**config.mk**
```make
export PLATFORM = sky130hd
export DESIGN_NAME = lfo_engine
export DESIGN_NICKNAME = d
export VERILOG_FILES = /design/src/rtl/lfo_pkg.sv /design/src/rtl/lfo_sine_rom.sv /design/src/rtl/lfo_engine.sv
export SDC_FILE = /design/constraint.sdc
export NUM_CORES = 1
export LEC_CHECK = 0
export ABC_AREA = 0
export CAP_MARGIN = 20
export CORE_MARGIN = 2
export CORE_UTILIZATION = 60
export CTS_CLUSTER_SIZE = 28
export DETAILED_ROUTE_END_ITERATION = 12
export PLACE_DENSITY = 0.82
export SLEW_MARGIN = 15
export SYNTH_ARGS = -nofsm -noshare
export SYNTH_HDL_FRONTEND = slang
export SYNTH_SLANG_ARGS = --single-unit
```
**constraint.sdc**
```tcl
create_clock -name clk -period 4.28 [get_ports clk]
set_clock_uncertainty 0.05 [all_clocks]
set_input_delay 0.642 -clock clk [delete_from_list [all_inputs] [get_ports clk]]
set_output_delay 0.642 -clock clk [all_outputs]
set_load 0.05 [all_outputs]
```
**src/rtl/lfo_pkg.sv**
```systemverilog
`timescale 1ns/1ps
`default_nettype none
// ============================================================================
//  Module      : lfo_pkg
//  Description : Shared types and helpers for the multi-channel LFO core.
//  Revision    : 1.0 - initial release
// ============================================================================
package lfo_pkg;

    typedef enum logic [1:0] {
        SAW = 2'd0,
        TRI = 2'd1,
        SQR = 2'd2,
        SIN = 2'd3
    } lfo_mode_e;

    typedef enum logic [1:0] {
        IDLE    = 2'd0,
        LOAD    = 2'd1,
        PRESENT = 2'd2
    } lfo_state_e;

    // Channel index width; a single-channel build still carries one bit.
    function automatic int lfo_ch_w(input int n);
        return (n > 1) ? $clog2(n) : 1;
    endfunction

endpackage
`default_nettype wire

```
**src/rtl/lfo_sine_rom.sv**
```systemverilog
`timescale 1ns/1ps
`default_nettype none
// ============================================================================
//  Module      : lfo_sine_rom
//  Description : Registered quarter-wave sine table built at elaboration.
//                addr MSB selects the negative half; data is the centred code.
//  Revision    : 1.0 - initial release
// ============================================================================
module lfo_sine_rom #(
    parameter int OUT_W  = 12,
    parameter int LUT_AW = 8
) (
    input  logic              clk,
    input  logic [LUT_AW:0]   addr,
    output logic [OUT_W-1:0]  data
);

    localparam int               c_depth = 2 ** LUT_AW;
    localparam real              c_amp   = real'((2 ** (OUT_W - 1)) - 1);
    localparam real              c_pi    = 3.14159265358979323846;
    localparam logic [OUT_W-1:0] c_mid   = OUT_W'(2 ** (OUT_W - 1));

    logic [OUT_W-2:0] w_rom [c_depth];
    logic [OUT_W-1:0] w_mag;

    for (genvar k = 0; k < c_depth; k++) begin : g_rom
        localparam int c_val = $rtoi($floor(c_amp *
            $sin(c_pi / 2.0 * (real'(k) + 0.5) / real'(c_depth)) + 0.5));
        assign w_rom[k] = (OUT_W - 1)'(c_val);
    end

    assign w_mag = {1'b0, w_rom[addr[LUT_AW-1:0]]};

    always_ff @(posedge clk) begin
        data <= addr[LUT_AW] ? (c_mid - w_mag) : (c_mid + w_mag);
    end

endmodule
`default_nettype wire

```
**src/rtl/lfo_engine.sv**
```systemverilog
`timescale 1ns/1ps
`default_nettype none
// ============================================================================
//  Module      : lfo_engine
//  Description : NCH-channel LFO: per-channel phase accumulators shaped into
//                saw/tri/square/sine and streamed over valid/ready.
//                Optional sine table enabled by macro LFO_SINE_EN.
//  Revision    : 1.0 - initial release
// ============================================================================
module lfo_engine
    import lfo_pkg::*;
#(
    parameter int NCH     = 2,
    parameter int PHASE_W = 24,
    parameter int OUT_W   = 12,
    parameter int LUT_AW  = 8
) (
    input  logic                      clk,
    input  logic                      rst,
    input  logic                      tick,
    input  logic                      cfg_we,
    input  logic [lfo_ch_w(NCH)-1:0]  cfg_ch,
    input  logic [PHASE_W-1:0]        cfg_inc,
    input  logic [1:0]                cfg_mode,
    input  logic                      cfg_sync,
    input  logic                      ovr_clr,
    output logic                      out_valid,
    input  logic                      out_ready,
    output logic [lfo_ch_w(NCH)-1:0]  out_ch,
    output logic [OUT_W-1:0]          out_data,
    output logic                      overrun
);

    localparam int                c_ch_w    = lfo_ch_w(NCH);
    localparam logic [c_ch_w-1:0] c_last_ch = c_ch_w'(NCH - 1);

    if ((NCH < 1) || (NCH > 8) || (PHASE_W < OUT_W + 2) || (LUT_AW > PHASE_W - 2))
    begin : g_param_check
        $error("lfo_engine: illegal parameter combination");
    end

    logic [PHASE_W-1:0] r_phase [NCH];
    logic [PHASE_W-1:0] r_inc   [NCH];
    lfo_mode_e          r_mode  [NCH];
    lfo_state_e         r_state;
    logic [c_ch_w-1:0]  r_ch;
    logic [OUT_W-1:0]   r_shape;
    logic               r_valid;
    logic               r_overrun;
    logic               w_cfg_hit;

    assign w_cfg_hit = cfg_we && ({1'b0, cfg_ch} < (c_ch_w + 1)'(NCH));

    // Sync beats a coincident tick; accumulation never waits on the FSM.
    for (genvar i = 0; i < NCH; i++) begin : g_ch
        logic w_sel;
        assign w_sel = w_cfg_hit && (cfg_ch == c_ch_w'(i));

        always_ff @(posedge clk or posedge rst) begin
            if (rst) begin
                r_phase[i] <= '0;
                r_inc[i]   <= '0;
                r_mode[i]  <= SAW;
            end else begin
                if (w_sel && cfg_sync) begin
                    r_phase[i] <= '0;
                end else if (tick) begin
                    r_phase[i] <= r_phase[i] + r_inc[i];
                end
                if (w_sel) begin
                    r_inc[i]  <= cfg_inc;
                    r_mode[i] <= lfo_mode_e'(cfg_mode);
                end
            end
        end
    end

    lfo_mode_e        w_mode;
    logic             w_msb;
    logic [OUT_W-1:0] w_t;
    logic [OUT_W-1:0] w_shape;

    assign w_mode = r_mode[r_ch];
    assign w_msb  = r_phase[r_ch][PHASE_W-1];
    assign w_t    = r_phase[r_ch][PHASE_W-2 -: OUT_W];

    always_comb begin
        w_shape = r_phase[r_ch][PHASE_W-1 -: OUT_W];
        case (w_mode)
            TRI, SIN: w_shape = w_msb ? ~w_t : w_t;
            SQR:      w_shape = w_msb ? '0 : '1;
            default:  w_shape = r_phase[r_ch][PHASE_W-1 -: OUT_W];
        endcase
    end

    always_ff @(posedge clk or posedge rst) begin
        if (rst) begin
            r_state   <= IDLE;
            r_ch      <= '0;
            r_shape   <= '0;
            r_valid   <= 1'b0;
            r_overrun <= 1'b0;
        end else begin
            if (tick && (r_state != IDLE)) begin
                r_overrun <= 1'b1;
            end else if (ovr_clr) begin
                r_overrun <= 1'b0;
            end

            case (r_state)
                IDLE: begin
                    if (tick) begin
                        r_ch    <= '0;
                        r_state <= LOAD;
                    end
                end
                LOAD: begin
                    r_shape <= w_shape;
                    r_valid <= 1'b1;
                    r_state <= PRESENT;
                end
                PRESENT: begin
                    if (out_ready) begin
                        r_valid <= 1'b0;
                        if (r_ch == c_last_ch) begin
                            r_state <= IDLE;
                        end else begin
                            r_ch    <= r_ch + c_ch_w'(1);
                            r_state <= LOAD;
                        end
                    end
                end
                default: r_state <= IDLE;
            endcase
        end
    end

`ifdef LFO_SINE_EN
    // The table address is frozen outside LOAD so the registered ROM output
    // stays stable while a sample waits in PRESENT.
    logic [LUT_AW-1:0] w_lut_a;
    logic [LUT_AW:0]   w_rom_addr;
    logic [LUT_AW:0]   r_rom_addr;
    logic [OUT_W-1:0]  w_rom_data;
    logic              r_sin_sel;

    assign w_lut_a    = r_phase[r_ch][PHASE_W-3 -: LUT_AW] ^ {LUT_AW{r_phase[r_ch][PHASE_W-2]}};
    assign w_rom_addr = (r_state == LOAD) ? {w_msb, w_lut_a} : r_rom_addr;

    always_ff @(posedge clk or posedge rst) begin
        if (rst) begin
            r_rom_addr <= '0;
            r_sin_sel  <= 1'b0;
        end else begin
            r_rom_addr <= w_rom_addr;
            if (r_state == LOAD) begin
                r_sin_sel <= (w_mode == SIN);
            end
        end
    end

    lfo_sine_rom #(
        .OUT_W  (OUT_W),
        .LUT_AW (LUT_AW)
    ) u_sine_rom (
        .clk  (clk),
        .addr (w_rom_addr),
        .data (w_rom_data)
    );

    assign out_data = r_sin_sel ? w_rom_data : r_shape;
`else
    assign out_data = r_shape;
`endif

    assign out_valid = r_valid;
    assign out_ch    = r_ch;
    assign overrun   = r_overrun;

endmodule
`default_nettype wire

```
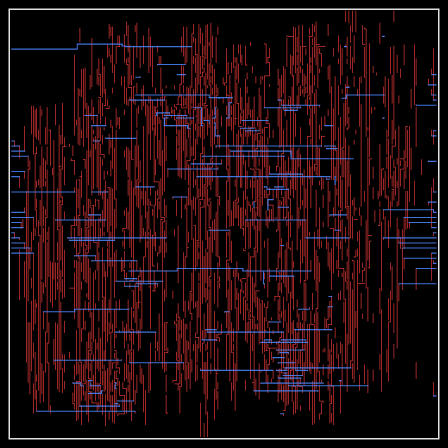
Figure 1: metal layers overlaid.
Two of the layers only.
[blue] metal 3 | wire length: 1090 um
[red] metal 2 | wire length: 9390 um

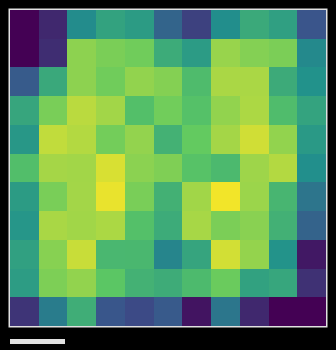
Figure 2: cell density map.
Bar = 20 um. 11 x 11 tiles, from dark purple (low) to yellow (high), 0 to 100% covered.
fullest tile: 98%
tiles over 75% full: 44%
mean over tiles: 63%
nearly empty tiles: 3.3%
share of the core filled by cells before placement: 61.1%
Layout Utilization: 70.8%
area of the core: 0.0119 mm2

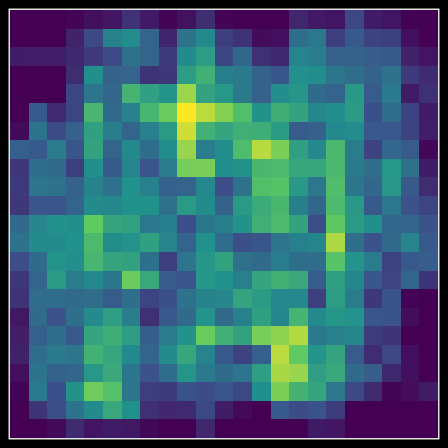
Figure 3: signal metal coverage by tile.
23 x 23 tiles, from dark purple (low) to yellow (high), scaled to the fullest tile. Values are wire area over tile area, all layers added.
tiles over half the peak: 25%
densest ninth of the die: center
nearly empty tiles: 9.8%
fullest tile: 0.66
total via count after detailed routing: 6156
total detailed-routing wirelength: 18600 um

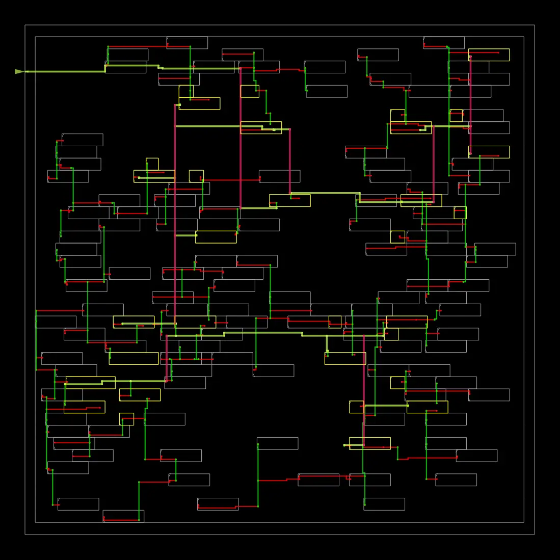
Figure 4: clock nets.
number of sequential cells in the layout: 117
power in the clock group: 1.45 mW

==> Flow_metrics.wiki <==
== Metrics ==
{| class="wikitable"
! Metric !! Value
|-
| Result of the run || finished, final reports clean
|-
| Proportion of synthesized flip-flops having asynchronous set or reset || 100%
|-
| Clock sink total || about 120
|-
| Type of the tightest min-delay check || flop to flop
|-
| Register-to-Register Setup Slack || about 1.3 ns
|-
| Residual DRC || 0
|-
| Global router's overall resource usage || approximately 30%
|-
| Number of cells in Yosys stat || between 700 and 800
|-
| Total design power || ~6.7 mW
|-
| Switching share of total power || between 40% and 50%
|-
| Boundary pin count || 49
|-
| Peak per-stage delay on the critical path || approximately 0.7 ns
|-
| Buf/Inv on CP || 0
|-
| Setup Buffers After CTS || 0
|-
| Syn Std Cell Area || between 0.007 and 0.008 mm2
|-
| Number of nets in the finished design || about 900
|-
| Number of instances in the synthesized netlist || between 700 and 800
|-
| Worst-skew pair later-pin latency || 0.43 ns
|-
| Final count of pins violating max slew || 0
|-
| Clock slew at the register clock pins of the worst setup and hold paths || roughly 0.060 ns
|-
| CP Data Required Time || ~4.6 ns
|-
| MUX share of area || 9.40%
|-
| Most frequently placed logic cell in the final layout || sky130_fd_sc_hd__nand2_1
|-
| CP Capture Type || flop
|-
| Share of layout cells above drive strength 1 || under 10%
|-
| Commonest cells after routing, fill and taps aside || 138 x sky130_fd_sc_hd__nand2_1, 117 x sky130_fd_sc_hd__dfrtp_1, 54 x sky130_fd_sc_hd__a21oi_1
|-
| AND/OR/NAND/NOR Cells, Area Fraction || ~16%
|-
| Flops after synth || 117
|-
| Cell area after placement || 0.00782 mm2
|-
| Initial antenna violation count || 0
|-
| Startpoint-to-endpoint class of the critical path || flop to flop
|-
| Comb power frac || 51.5%
|-
| Total power density per cell area || 794 mW/mm2
|-
| Cell internal pwr || about 3.8 mW
|-
| Final critical path time including I/O delays and setup || ~3.0 ns
|-
| Drt via density || roughly 6.2
|-
| Peak fanout along the critical path || 5
|-
| Chip Footprint || roughly 0.013 mm2
|-
| Number of gates given a new drive strength after cts || 0
|-
| Switching pwr || approximately 2.9 mW
|-
| Post-Synth AOI/OAI Area || about 17%
|-
| TritonRoute pass-1 iters || 5
|-
| Critical-path cell list || ha_1, a41oi_1, o21ai_0, a2111oi_0, o31ai_1, mux2_2, a21o_1, a21oi_1
|-
| Share of synthesized area occupied by flip-flops and latches || 40.2%
|-
| Final sum of negative setup slack || 0 ns
|-
| Number of inserted diodes || 0
|-
| Achievable Freq || roughly 0.33 GHz
|-
| Synth Area per Inst || 9.27 um2
|-
| Synthesis Warnings || 0
|-
| Pleak || 3.88 nW
|-
| Global-route wire length before repair || about 30000 um
|-
| Cts-stage hold buffer count || 0
|-
| Seq pwr share || around 27%
|-
| Vias in the first global route || 6197
|-
| Unique cell types || about 56
|-
| Data arrival time of the critical path || 3.33 ns
|-
| Number of endpoints failing setup at the final stage || 0
|-
| Dominant kind of combinational cell || AND-OR/OR-AND gates
|-
| Number of levels the H-tree was split into || 4
|-
| Proportion of power drawn by the clock network || 21.6%
|-
| Placed Instances || between 900 and 1k
|-
| Final cycle utilization of the critical path || a little over two thirds
|-
| Number of nets still failing antenna checks after routing || 0
|-
| Post-route cell area || between 0.008 and 0.009 mm2
|-
| Yosys stat chip area || about 0.0073 mm2
|-
| HPWL Detailed || about 13000 um
|-
| Final cell count without fillers || approximately 990
|-
| Worst IR drop on VDD || roughly 470 uV
|-
| Type of origin of the critical path || flop
|-
| Dominant register cell in the synthesized netlist || sky130_fd_sc_hd__dfrtp_1
|-
| CTS buffer count || 17
|-
| Fraction of the mapped netlist area in adder cells || 8.46%
|-
| Number of input and output port buffers inserted || roughly 48
|-
| Share of the synthesized netlist area taken by xor and xnor gates || 5.65%
|-
| Number of synthesized flops with an enable pin || 0
|-
| Clock tree from TritonCTS || yes
|-
| Routed wire length per instance || approximately 19 um
|-
| Die height || roughly 110 um
|-
| Overall overflow remaining after global route || 0
|-
| Final Hold Viols || 0
|}
## cells by family after synthesis
family	count (synthesis)
fa+ha+maj	48
xor+xnor	47
compound gates	193
mux	65
flops	117
simple gates	264
buf+inv	51
## cell usage after synthesis, drive strengths merged, types with 21 or more instances
master / instances / area share (%)
a21oi: 54 / 3.7
clkbuf: 29 / 1.6
dfrtp: 117 / 40
ha: 46 / 7.9
mux2: 27 / 4.2
mux2i: 38 / 5.2
nand2: 138 / 7.1
nand3: 21 / 1.4
nor2: 51 / 2.6
o21ai: 51 / 3.6
xnor2: 21 / 2.5
xor2: 26 / 3.1
## metrics by stage
step,hold WS (ns),util (%),setup slack (ns)
floorplan,0.395,-,0.487
global placement,0.413,65.7,1.40
detailed placement,0.418,65.7,1.32
CTS,0.430,70.7,1.29
global route,0.461,70.8,1.04
finish,0.434,70.8,1.27
## path summary, 6_finish.rpt
kind / startpoint / depth (start not counted) / end
min in group asynchronous: rst / 2 / r_phase[18]
worst min register to register: r_mode[3] / 2 / r_mode[3]
worst max register to register: r_phase[6] / 8 / r_phase[23]
max in group asynchronous: rst / 3 / r_phase[33]
worst min-delay path: r_mode[3] / 2 / r_mode[3]
worst max-delay path: r_phase[6] / 8 / r_phase[23]
## worst register-to-register path, stage by stage (launching register included)
cell,delay (ns)
sky130_fd_sc_hd__dfrtp_1,0.39
sky130_fd_sc_hd__ha_1,0.39
sky130_fd_sc_hd__a41oi_1,0.31
sky130_fd_sc_hd__o21ai_0,0.24
sky130_fd_sc_hd__a2111oi_0,0.72
sky130_fd_sc_hd__o31ai_1,0.25
sky130_fd_sc_hd__mux2_2,0.33
sky130_fd_sc_hd__a21o_1,0.17
sky130_fd_sc_hd__a21oi_1,0.11
## sequential cells by signal, indices dropped and copies added (netlist names)
register   flops
r_inc         48
r_phase       48
out_data      12
r_mode         4
r_state        2
out_ch         1
out_valid      1
overrun        1
## layer usage
metal  GRT usage (%)  routed length, um  vias up  share of wire (%)
met3            6.56               1090       44                5.8
met5               0                  0        -                  0
met4            11.5                513        0                2.8
li1                -                  -     2885                  -
met1            36.8               7650     2985                 41
met2            51.9               9390      242                 50
## power by group through the flow
stage                     registers (mW)  logic (mW)  clock network, mW
after global routing                1.84        3.81               1.51
after global placement              1.78        3.22                  0
after detailed placement            1.80        3.35                  0
after floorplan                     1.93        2.46                  0
after CTS                           1.79        3.41               1.45
final                               1.80        3.45               1.45
## layout make-up
cell class / instances / area (um2)
clock inverters: 15 / 171
multi-input cells: 617 / 4110
inverters: 14 / 55.1
repair buffers: 59 / 558
well taps: 147 / 184
fillers: 886 / 3480
clock buffers: 17 / 425
flip-flops and latches: 117 / 2930
Power is estimated from default activity; no workload was simulated.
